$ cat src/rtl/cmp.sv
// Registered 32-bit subtract/compare unit: one result per clock, with the
// difference, carry/overflow, NZCV flags and signed/unsigned relations.
module cmp (
    input  logic        clk,
    input  logic        rst_n,
    input  logic [31:0] In1,
    input  logic [31:0] In2,
    output logic [31:0] Out,
    output logic        Carry,
    output logic        Overflow,
    output logic [3:0]  flag,
    output logic        lt_s,
    output logic        eq,
    output logic        gt_s,
    output logic        lt_u,
    output logic        gt_u
);

    logic [32:0] sum_next;
    logic [31:0] diff_next;
    logic        c_next;
    logic        v_next;
    logic        n_next;
    logic        z_next;
    logic        lt_s_next;
    logic        gt_s_next;
    logic        lt_u_next;
    logic        gt_u_next;

    // Subtraction as In1 + ~In2 + 1 so the carry-out means "no unsigned borrow".
    always_comb begin
        sum_next  = {1'b0, In1} + {1'b0, ~In2} + 33'd1;
        diff_next = sum_next[31:0];
        c_next    = sum_next[32];
        v_next    = (In1[31] != In2[31]) && (diff_next[31] != In1[31]);
        n_next    = diff_next[31];
        z_next    = (diff_next == 32'd0);
        lt_s_next = n_next ^ v_next;
        gt_s_next = ~lt_s_next & ~z_next;
        lt_u_next = ~c_next;
        gt_u_next = c_next & ~z_next;
    end

    always_ff @(posedge clk or negedge rst_n) begin
        if (!rst_n) begin
            Out      <= 32'd0;
            Carry    <= 1'b0;
            Overflow <= 1'b0;
            flag     <= 4'b0000;
            lt_s     <= 1'b0;
            eq       <= 1'b0;
            gt_s     <= 1'b0;
            lt_u     <= 1'b0;
            gt_u     <= 1'b0;
        end else begin
            Out      <= diff_next;
            Carry    <= c_next;
            Overflow <= v_next;
            flag     <= {n_next, z_next, c_next, v_next};
            lt_s     <= lt_s_next;
            eq       <= z_next;
            gt_s     <= gt_s_next;
            lt_u     <= lt_u_next;
            gt_u     <= gt_u_next;
        end
    end

endmodule

$ cat config.mk
export PLATFORM = sky130hd
export DESIGN_NAME = cmp
export DESIGN_NICKNAME = d
export VERILOG_FILES = /design/src/rtl/cmp.sv
export SDC_FILE = /design/constraint.sdc
export NUM_CORES = 1
export LEC_CHECK = 0
export ABC_AREA = 1
export CORE_ASPECT_RATIO = 1.5
export CORE_MARGIN = 4
export CORE_UTILIZATION = 35
export CTS_CLUSTER_DIAMETER = 60
export CTS_CLUSTER_SIZE = 10
export DETAILED_ROUTE_END_ITERATION = 6
export HOLD_SLACK_MARGIN = 0.08
export PLACE_DENSITY_LB_ADDON = 0.15
export SYNTH_ARGS = -nofsm -noshare
export SYNTH_HDL_FRONTEND = slang
export SYNTH_SLANG_ARGS = --single-unit
$ cat constraint.sdc
create_clock -name clk -period 0.8 [get_ports clk]
set_clock_uncertainty 0.05 [all_clocks]
set_input_delay 0.08 -clock clk [delete_from_list [all_inputs] [get_ports clk]]
set_output_delay 0.08 -clock clk [all_outputs]
set_load 0.02 [all_outputs]
==> images/pinout.png <==
(3 px per µm) Pins as bars across the die edge, other pins in gray.
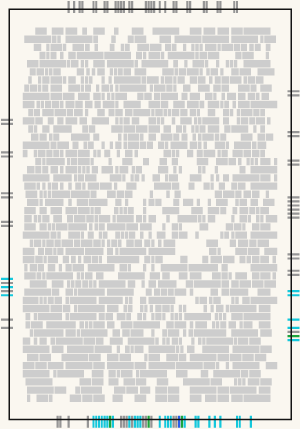
gt_u: in blue, pins 1, direction output, edge bottom. Out: in cyan, pins 32, direction output, edge 24 bottom, 5 right, 3 left. flag: in green, pins 4, direction output, edge 3 bottom, 1 right.
All pins by edge: 41 bottom, 30 top, 23 right, 15 left.
width of the die: 93.48 µm
Chip Height: 136.2 µm

==> images/m4.png <==
(3 px per µm) Supply wires on this layer in gray. Cells faint in the background.
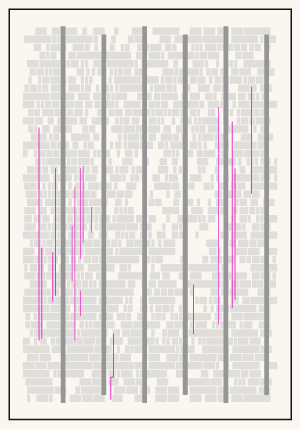
16 nets have wire on it. The layer carries 551 µm of wire. The wires run mostly vertical. The layer holds 3.4% of the routed length. The longest straight run is 70.7 µm.
Post-Route WL: 16300 µm
total number of vias: 5012

==> images/clock_nets.png <==
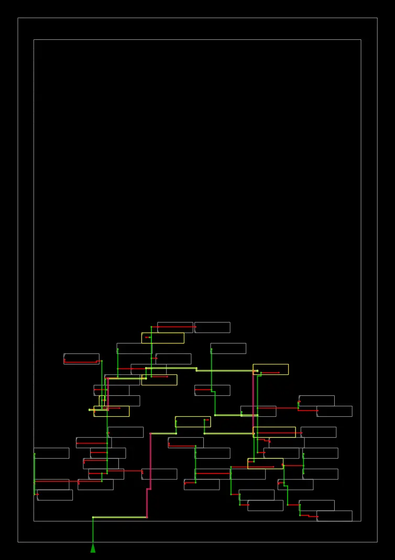
total CTS buffers: 5
clk sinks: 39
clkbuf count: 6
Clock group: 2.57 mW
flop count: 39

==> images/m3.png <==
(3 px per µm) Cells faint in the background.
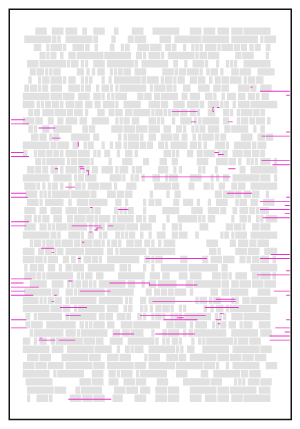
The longest straight run is 29.4 µm. The layer carries 497 µm of wire. The wires run mostly horizontal. 72 nets have wire on it. The layer holds 3.1% of the routed length.

==> reports/summary.txt <==
Initial antenna violation count -> 0
Crit path launch type -> input pin
Non-clock buffers -> 284
Logic area -> 3745 µm²
Post-synthesis async set-or-reset flop share -> 100.0%
CTS Hold Buffers Added -> 1
Most used routing layer -> met2
Design Area, Final -> 8328 µm²
CTS clk-pin slew, worst paths -> 0.06 ns
Yosys warns -> 0
Dominant register cell -> dfrtp_1
Post-synthesis chip area from yosys -> 3836 µm²
Hold_sp -> In2[0]
Post-Syn Nets -> 745
Leading cell kind -> multi-input combinational cells
EDFF count, synth -> 0
Routed Antenna Nets -> 0
Internal Power -> 7.593 mW
Status -> finished with violations
Setup ws final -> -2.027 ns
Area growth from synthesis to layout -> 117.1%
Worst hold path cell count -> 3
I/O Buffers -> 108
Minimum clock period -> 2.827 ns
Max-cap check violation count -> 0
Yosys cell types -> 28
CP max-delay cell -> fa_2
TritonCTS clock tree -> done
Worst Setup SP -> In2[24]
Die area -> 12730 µm²
Vias/cell -> 4.658
Diodes inserted -> 0
Crit path cell chain -> clkdlybuf4s15_1 -> inv_2 -> ha_4 -> nand2_4 -> o21ai_2 -> buf_6 -> nand2_2 -> nand3_4 -> nor2_4 -> nand2_2 -> a21o_1 -> a21oi_2 -> fa_2 -> nand3_2 -> nor2_2 -> nand3_1 -> nor2_1 -> nand2_1 -> nor2_2 -> nand3_1 -> nor2_1 -> nand3_1 -> nor2_2 -> nor2_1
Gr usage total -> 23.62%
Final period util -> 353.4%
Post-Syn Area -> 3836 µm²
Violated checks -> negative setup slack
Pre-CTS WS -> -2.901 ns
Critical path's largest stage delay -> 0.60 ns
Biggest regs -> Out (32), flag (3)
PD cells -> 1458 nW/µm²
Crit path to -> gt_s
Fmax -> 353.7 MHz
Sequential share of power -> 20.6%
Placed instance area -> 6442 µm²
Met1 Use GR -> 23.00%
HP Class -> input pin to register
Max-slew violation count -> 0
Number of ordinary inverters in the final layout -> 167
Layout cell share with drive strength beyond 1 -> 64.70%
Wire length on met3 -> 496 µm
Top delay family on crit path -> simple AND/OR/NAND/NOR gates
Final setup violation count -> 81
Synth flops -> 39
Clock Path Buffers -> 2
RSZ-0062 raised after global routing -> true
Power and IR drop assume default switching activity.
